Fig. 1: M2 wires
Scale: 2 px per um.
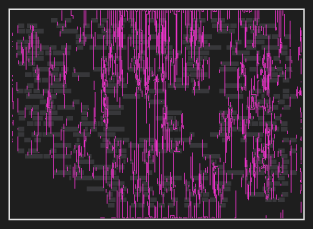
Fig. 2: clock nets
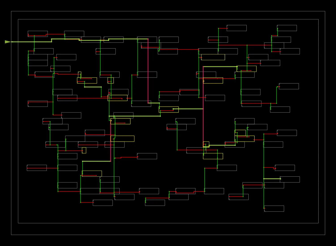
<file path="config.mk">
export PLATFORM = sky130hd
export DESIGN_NAME = icebreaker_mem_arbiter
export DESIGN_NICKNAME = d
export VERILOG_FILES = /design/src/rtl/icebreaker_pkg.sv /design/src/rtl/icebreaker_arb_starve.sv /design/src/rtl/icebreaker_mem_arbiter.sv
export SDC_FILE = /design/constraint.sdc
export NUM_CORES = 1
export LEC_CHECK = 0
export CORE_ASPECT_RATIO = 0.7
export CORE_MARGIN = 3
export CORE_UTILIZATION = 30
export DETAILED_ROUTE_END_ITERATION = 10
export PLACE_DENSITY_LB_ADDON = 0.08
export SYNTH_ARGS = -nofsm -noshare
export SYNTH_HDL_FRONTEND = slang
export SYNTH_SLANG_ARGS = --single-unit
</file>
<file path="constraint.sdc">
create_clock -name clk -period 3.3 [get_ports clk]
set_input_delay 0.495 -clock clk [delete_from_list [all_inputs] [get_ports clk]]
set_output_delay 0.495 -clock clk [all_outputs]
set_load 0.05 [all_outputs]
</file>
<file path="src/rtl/icebreaker_pkg.sv">
// rtl/icebreaker_pkg.sv - shared types for the main-memory arbiter
// Purpose: FSM state and access-owner enums plus sizing helpers used by
//          icebreaker_mem_arbiter and icebreaker_arb_starve.
// Ports:   none (package).
package icebreaker_pkg;

  typedef enum logic [1:0] {IDLE, ACCESS, WAIT, RESP} arb_state_e;
  typedef enum logic {OWN_INSTR, OWN_DATA} arb_owner_e;

  // Wait counter covers WAIT_STATES up to 3.
  localparam int WAIT_CNT_W = 2;

  // Starvation counter must hold 0..limit; a limit of 0 still needs one bit.
  function automatic int starve_cnt_width(input int limit);
    return (limit > 0) ? $clog2(limit + 1) : 1;
  endfunction

endpackage

</file>
<file path="src/rtl/icebreaker_arb_starve.sv">
// rtl/icebreaker_arb_starve.sv - data-priority winner select with instr anti-starvation
// Purpose: picks the owner of the next memory access. Data wins unless the
//          instr port has lost STARVE_LIMIT consecutive arbitrations.
// Ports:   clk, rstz      clock, async active-low reset
//          instr_req      instr port requesting
//          data_req       data port requesting (load or store)
//          arb_en         an arbitration happens this cycle
//          winner         owner chosen for this arbitration (combinational)
module icebreaker_arb_starve
  import icebreaker_pkg::*;
#(
  parameter int STARVE_LIMIT = 4
) (
  input  logic       clk,
  input  logic       rstz,
  input  logic       instr_req,
  input  logic       data_req,
  input  logic       arb_en,
  output arb_owner_e winner
);

  localparam int            CW    = starve_cnt_width(STARVE_LIMIT);
  localparam logic [CW-1:0] LIMIT = CW'(STARVE_LIMIT);

  logic [CW-1:0] starve_cnt;
  logic          force_instr;

  // A limit of 0 disables forcing entirely: instr only wins when data is quiet.
  assign force_instr = instr_req && (STARVE_LIMIT != 0) && (starve_cnt == LIMIT);

  always_comb begin
    winner = (data_req && !force_instr) ? OWN_DATA : OWN_INSTR;
  end

  always_ff @(posedge clk or negedge rstz) begin
    if (!rstz) begin
      starve_cnt <= '0;
    end else if (arb_en) begin
      if (winner == OWN_DATA && instr_req) begin
        if (starve_cnt != LIMIT) begin
          starve_cnt <= starve_cnt + CW'(1);
        end
      end else begin
        starve_cnt <= '0;
      end
    end
  end

endmodule

</file>
<file path="src/rtl/icebreaker_mem_arbiter.sv">
// rtl/icebreaker_mem_arbiter.sv - single-port main memory sequencer for instr and data ports
// Purpose: shares one SPRAM between the core fetch and load/store ports,
//          one access in flight, all memory-side outputs registered.
// Ports:   clk, rstz                     clock, async active-low reset
//          instr_addr/req -> instr_gnt   fetch request, 1-cycle grant pulse
//          instr_data                    fetched word (memory read data)
//          data_addr/wr_data/wr_mask     load/store address, store data, byte enables
//          data_rd_req/wr_req -> data_gnt load/store request, 1-cycle grant pulse
//          data_rd_data                  load data (memory read data)
//          mem_addr/wr_data/wr_mask      registered memory address, write data, byte mask
//          mem_en/mem_wr_en              one-cycle access strobe and write strobe
//          mem_rd_data                   memory read data, valid 1+WAIT_STATES after mem_en
module icebreaker_mem_arbiter
  import icebreaker_pkg::*;
#(
  parameter int WAIT_STATES  = 0,
  parameter int STARVE_LIMIT = 4
) (
  input  logic        clk,
  input  logic        rstz,
  input  logic [31:0] instr_addr,
  input  logic        instr_req,
  output logic        instr_gnt,
  output logic [31:0] instr_data,
  input  logic [31:0] data_addr,
  input  logic [31:0] data_wr_data,
  input  logic [3:0]  data_wr_mask,
  input  logic        data_rd_req,
  input  logic        data_wr_req,
  output logic        data_gnt,
  output logic [31:0] data_rd_data,
  output logic [31:0] mem_addr,
  input  logic [31:0] mem_rd_data,
  output logic [31:0] mem_wr_data,
  output logic        mem_en,
  output logic        mem_wr_en,
  output logic [3:0]  mem_wr_mask
);

  arb_state_e            state;
  arb_owner_e            owner;
  arb_owner_e            winner;
  logic [WAIT_CNT_W-1:0] wait_cnt;
  logic                  data_req;
  logic                  arb_en;

  assign data_req = data_rd_req | data_wr_req;
  assign arb_en   = (state == IDLE) && (instr_req || data_req);

  icebreaker_arb_starve #(
    .STARVE_LIMIT(STARVE_LIMIT)
  ) u_starve (
    .clk      (clk),
    .rstz     (rstz),
    .instr_req(instr_req),
    .data_req (data_req),
    .arb_en   (arb_en),
    .winner   (winner)
  );

  // Read data is only meaningful while the owner's grant is high.
  assign instr_data   = mem_rd_data;
  assign data_rd_data = mem_rd_data;

  always_ff @(posedge clk or negedge rstz) begin
    if (!rstz) begin
      state       <= IDLE;
      owner       <= OWN_INSTR;
      wait_cnt    <= '0;
      mem_addr    <= '0;
      mem_wr_data <= '0;
      mem_wr_mask <= '0;
      mem_en      <= 1'b0;
      mem_wr_en   <= 1'b0;
      instr_gnt   <= 1'b0;
      data_gnt    <= 1'b0;
    end else begin
      case (state)
        IDLE: begin
          if (arb_en) begin
            owner  <= winner;
            mem_en <= 1'b1;
            state  <= ACCESS;
            if (winner == OWN_DATA) begin
              // Simultaneous load and store requests resolve to a store.
              mem_addr    <= data_addr;
              mem_wr_en   <= data_wr_req;
              mem_wr_data <= data_wr_data;
              mem_wr_mask <= data_wr_req ? data_wr_mask : 4'b0000;
            end else begin
              mem_addr    <= instr_addr;
              mem_wr_en   <= 1'b0;
              mem_wr_mask <= 4'b0000;
            end
          end
        end
        ACCESS: begin
          mem_en    <= 1'b0;
          mem_wr_en <= 1'b0;
          if (WAIT_STATES == 0) begin
            instr_gnt <= (owner == OWN_INSTR);
            data_gnt  <= (owner == OWN_DATA);
            state     <= RESP;
          end else begin
            wait_cnt <= WAIT_CNT_W'(WAIT_STATES - 1);
            state    <= WAIT;
          end
        end
        WAIT: begin
          if (wait_cnt == '0) begin
            instr_gnt <= (owner == OWN_INSTR);
            data_gnt  <= (owner == OWN_DATA);
            state     <= RESP;
          end else begin
            wait_cnt <= wait_cnt - WAIT_CNT_W'(1);
          end
        end
        RESP: begin
          // Requests are ignored here so the requester can drop or replace them.
          instr_gnt <= 1'b0;
          data_gnt  <= 1'b0;
          state     <= IDLE;
        end
        default: state <= IDLE;
      endcase
    end
  end

endmodule
</file>
==> flow_summary.json <==
{
  "die_w_um": 147,
  "fmax_ghz": 0.425,
  "n_antenna_cell": 0,
  "tool_warnings": 32,
  "cp_top_family": "AND-OR/OR-AND gates",
  "crit_chain": "inv_1 -> ha_1 -> o31a_1 -> buf_4 -> o21ai_0",
  "drt-pass1-iter-count": 4,
  "syn_inst": 386,
  "r2r-start": "state[0]",
  "p_leak_nw": 2.45,
  "routabilityCongestion": 0.735,
  "compound_area_share_pct": 16.3,
  "timing.final.ws_setup_ns": 0.947,
  "antenna_found_initial": 0,
  "period_used_pct": 71.3,
  "area_growth_pct": 42.2,
  "wl_per_cell_um": 17.8,
  "grt_use_met3_pct": 7.88,
  "cp_max_fo": 18,
  "clockBufferDepth": 2,
  "synth.distinct_cells": 32,
  "ios": 273,
  "worstSetupEndpointType": "flop",
  "relSlewSlack_pct": 30.2,
  "hold-worst-slack_ns": 0.340,
  "worstSkewPairLatency_ns": 0.33,
  "postSynthSeqShare_pct": 48.2,
  "root_buffer": "clkbuf_16",
  "io_buffers": 176,
  "yosys_warnings": 0,
  "grt-ovfl-total": 0,
  "post-route-util_pct": 44.2,
  "mux_share_pct": 11.9,
  "xor_share_pct": 0.211,
  "endpoint": "owner",
  "synthAdderAreaFrac_pct": 2.71,
  "ys_area_um2": 4150,
  "cp.depth": 5,
  "die_h_um": 104,
  "rsz0062_at_grt": "no",
  "worstSetupPathType": "flop to flop",
  "fp_util_pct": 31.1,
  "synth_flop_count": 80,
  "ys_cells": 386,
  "grt_pass1_wl_um": 19200,
  "ant_nets": 0,
  "regToRegSetupSlack_ns": 0.95,
  "via_per_inst": 4.71,
  "core.rowCount": 35,
  "startpoint_type": "flop",
  "ctsHoldBuffers": 0,
  "status": "completed",
  "path_buffers": 2,
  "path_clk_slew_ns": 0.06,
  "ys_sh_simple_pct": 4.97,
  "post_cts_buffers": 0,
  "drt_first_iter_violations": 144,
  "cts_resized": 0,
  "ff2ff_path_depth": 5,
  "die_area_um2": 15300,
  "syn_area_um2": 4150,
  "busiest_layer": "met2",
  "wirelength_um": 12100,
  "syn_nets": 532,
  "setup_viol": 0,
  "ir_drop_uv": 666,
  "power_density_nw_per_um2": 1120,
  "cts_tree": "yes",
  "drc": 0,
  "maxCapViolCount": 0,
  "hold_path.class": "input pin to async pin",
  "core_um2": 13400,
  "finalMaxSlewViolations": 0,
  "startpoint": "state[0]",
  "final_cells": 680,
  "max_stage_delay_ns": 0.73,
  "dp_hpwl_um": 8280,
  "fin_crit_ns": 2.35,
  "nNetsFinal": 636,
  "final_hold_viol_count": 0,
  "tightestPinTransition_ns": 1.05,
  "grt_use_total_pct": 15.7,
  "cts_sinks": 80,
  "rr_endpoint": "owner",
  "post-place-cells": 664,
  "cp.required_ns": 3.47,
  "fillCellCount": 1252,
  "grt_max_degree": 81,
  "cts.htree.levels": 3,
  "dp_slack_ns": 0.646,
  "slowest_stage": "o31a_1",
  "worstPathArrival_ns": 2.52,
  "drive_gt1_share_pct": 11.9,
  "met1_usage_pct": 21.0,
  "logic_family": "AND-OR/OR-AND gates",
  "grt_pass1_vias": 3424,
  "synth.avg_cell_area_um2": 10.8,
  "finalSetupTns_ns": 0
}
Notes on Fig. 1 above:
wire length on this layer	5100 um
longest straight run	43.2 um
main direction	vertical
share of all routed wire	42%
M2 GR Usage: 22.7%
Vias: 3203

Notes on Fig. 2 above:
Inserted Clock Buffers: 9
Power Clock: 0.00108 W
# clk buffers: 11
skew final: 0.00684 ns

[logic make-up after synthesis]
logic type               after synthesis
AND-OR/OR-AND                        116
buffers and inverters                 99
flip-flops                            80
AND/OR/NAND/NOR                       46
multiplexers                          35
adder cells (fa/ha/maj)                9
XOR/XNOR                               1
[power by group]
group | internal, W | total, W | switching, W
clock | 0.000682 | 0.00108 | 0.000397
sequential | 0.00146 | 0.00174 | 0.000276
combinational | 0.00144 | 0.00381 | 0.00237
total | 0.00359 | 0.00663 | 0.00304
[stage by stage]
stage                     area, um2  power [W]
final                          5900    0.00663
after global routing           5900    0.00699
after CTS                      5900    0.00673
after detailed placement       5580    0.00560
after global placement         5580    0.00557
after floorplan                4150    0.00449
[worst reg2reg max path, delay by kind of cell (launching register included)]
| family | cells | cell delay (ns) |
|---|---|---|
| flip-flops | 1 | 0.42 |
| AND-OR/OR-AND | 2 | 0.85 |
| buffers and inverters | 2 | 0.52 |
| adder cells (fa/ha/maj) | 1 | 0.40 |
[cell type report]
class / instances / area [um2] / area share, %
repair buffers: 183 / 1810 / 30.7
well taps: 185 / 231 / 3.92
clock inverters: 5 / 80.1 / 1.36
multi-input cells: 207 / 1500 / 25.4
flip-flops and latches: 80 / 2000 / 33.9
inverters: 9 / 33.8 / 0.572
clock buffers: 11 / 243 / 4.11
[sequential cells by signal, summed over array words and instances, names as in the netlist, 2 cells and up]
register and cells:
mem_addr 32, mem_wr_data 32, mem_wr_mask 4, state 2
u_starve.starve_cnt 3, wait_cnt 2
[cell usage in the layout, fill, tap and decap left out, types with 2 or more instances in the layout]
master           netlist  layout
nor2_1                34      33
nand3_1                2       2
inv_1                  9       9
bufinv_16              0       2
o41ai_1                2       2
mux2_4                27      27
a31oi_1               32      32
clkinvlp_4             0       2
a21oi_1               34      34
mux2_2                 6       6
dfrtp_1               80      80
nand2_1                2       2
ha_1                   9       9
clkbuf_16              0       9
clkdlybuf4s50_1        0     175
mux2i_1                2       2
a22o_1                 4       4
buf_4                 65       8
o22ai_1                2       2
o21ai_0               37      37
and3_1                 2       2
[Yosys cell counts, drive strengths merged]
| cell | instances | area (um2) |
|---|---|---|
| o22ai | 2 | 12.5 |
| nand3 | 3 | 27.5 |
| nand2b | 1 | 6.26 |
| nand3b | 1 | 7.51 |
| nor3 | 1 | 5.00 |
| a21oi | 34 | 170 |
| nand2 | 2 | 7.51 |
| a32oi | 1 | 8.76 |
| o21ai | 37 | 185 |
| o31ai | 1 | 21.3 |
| ha | 9 | 113 |
| inv | 9 | 33.8 |
| o2bb2ai | 1 | 8.76 |
| nor2b | 1 | 6.26 |
| a22o | 4 | 35.0 |
| clkbuf | 12 | 45.0 |
| mux2i | 2 | 20.0 |
| mux2 | 33 | 473 |
| o41ai | 2 | 17.5 |
| buf | 78 | 572 |
| xnor2 | 1 | 8.76 |
| nor2 | 34 | 128 |
| a31oi | 32 | 200 |
| a32o | 1 | 10.0 |
| dfrtp | 80 | 2000 |
| or2 | 1 | 6.26 |
| and3 | 2 | 12.5 |
| o31a | 1 | 8.76 |
[layer usage]
metal	routed length (um)	share of wire, %
met3	1210	10
met1	5670	47
met5	0	0
met2	5100	42
met4	97	0.80
Power and IR drop assume default switching activity.
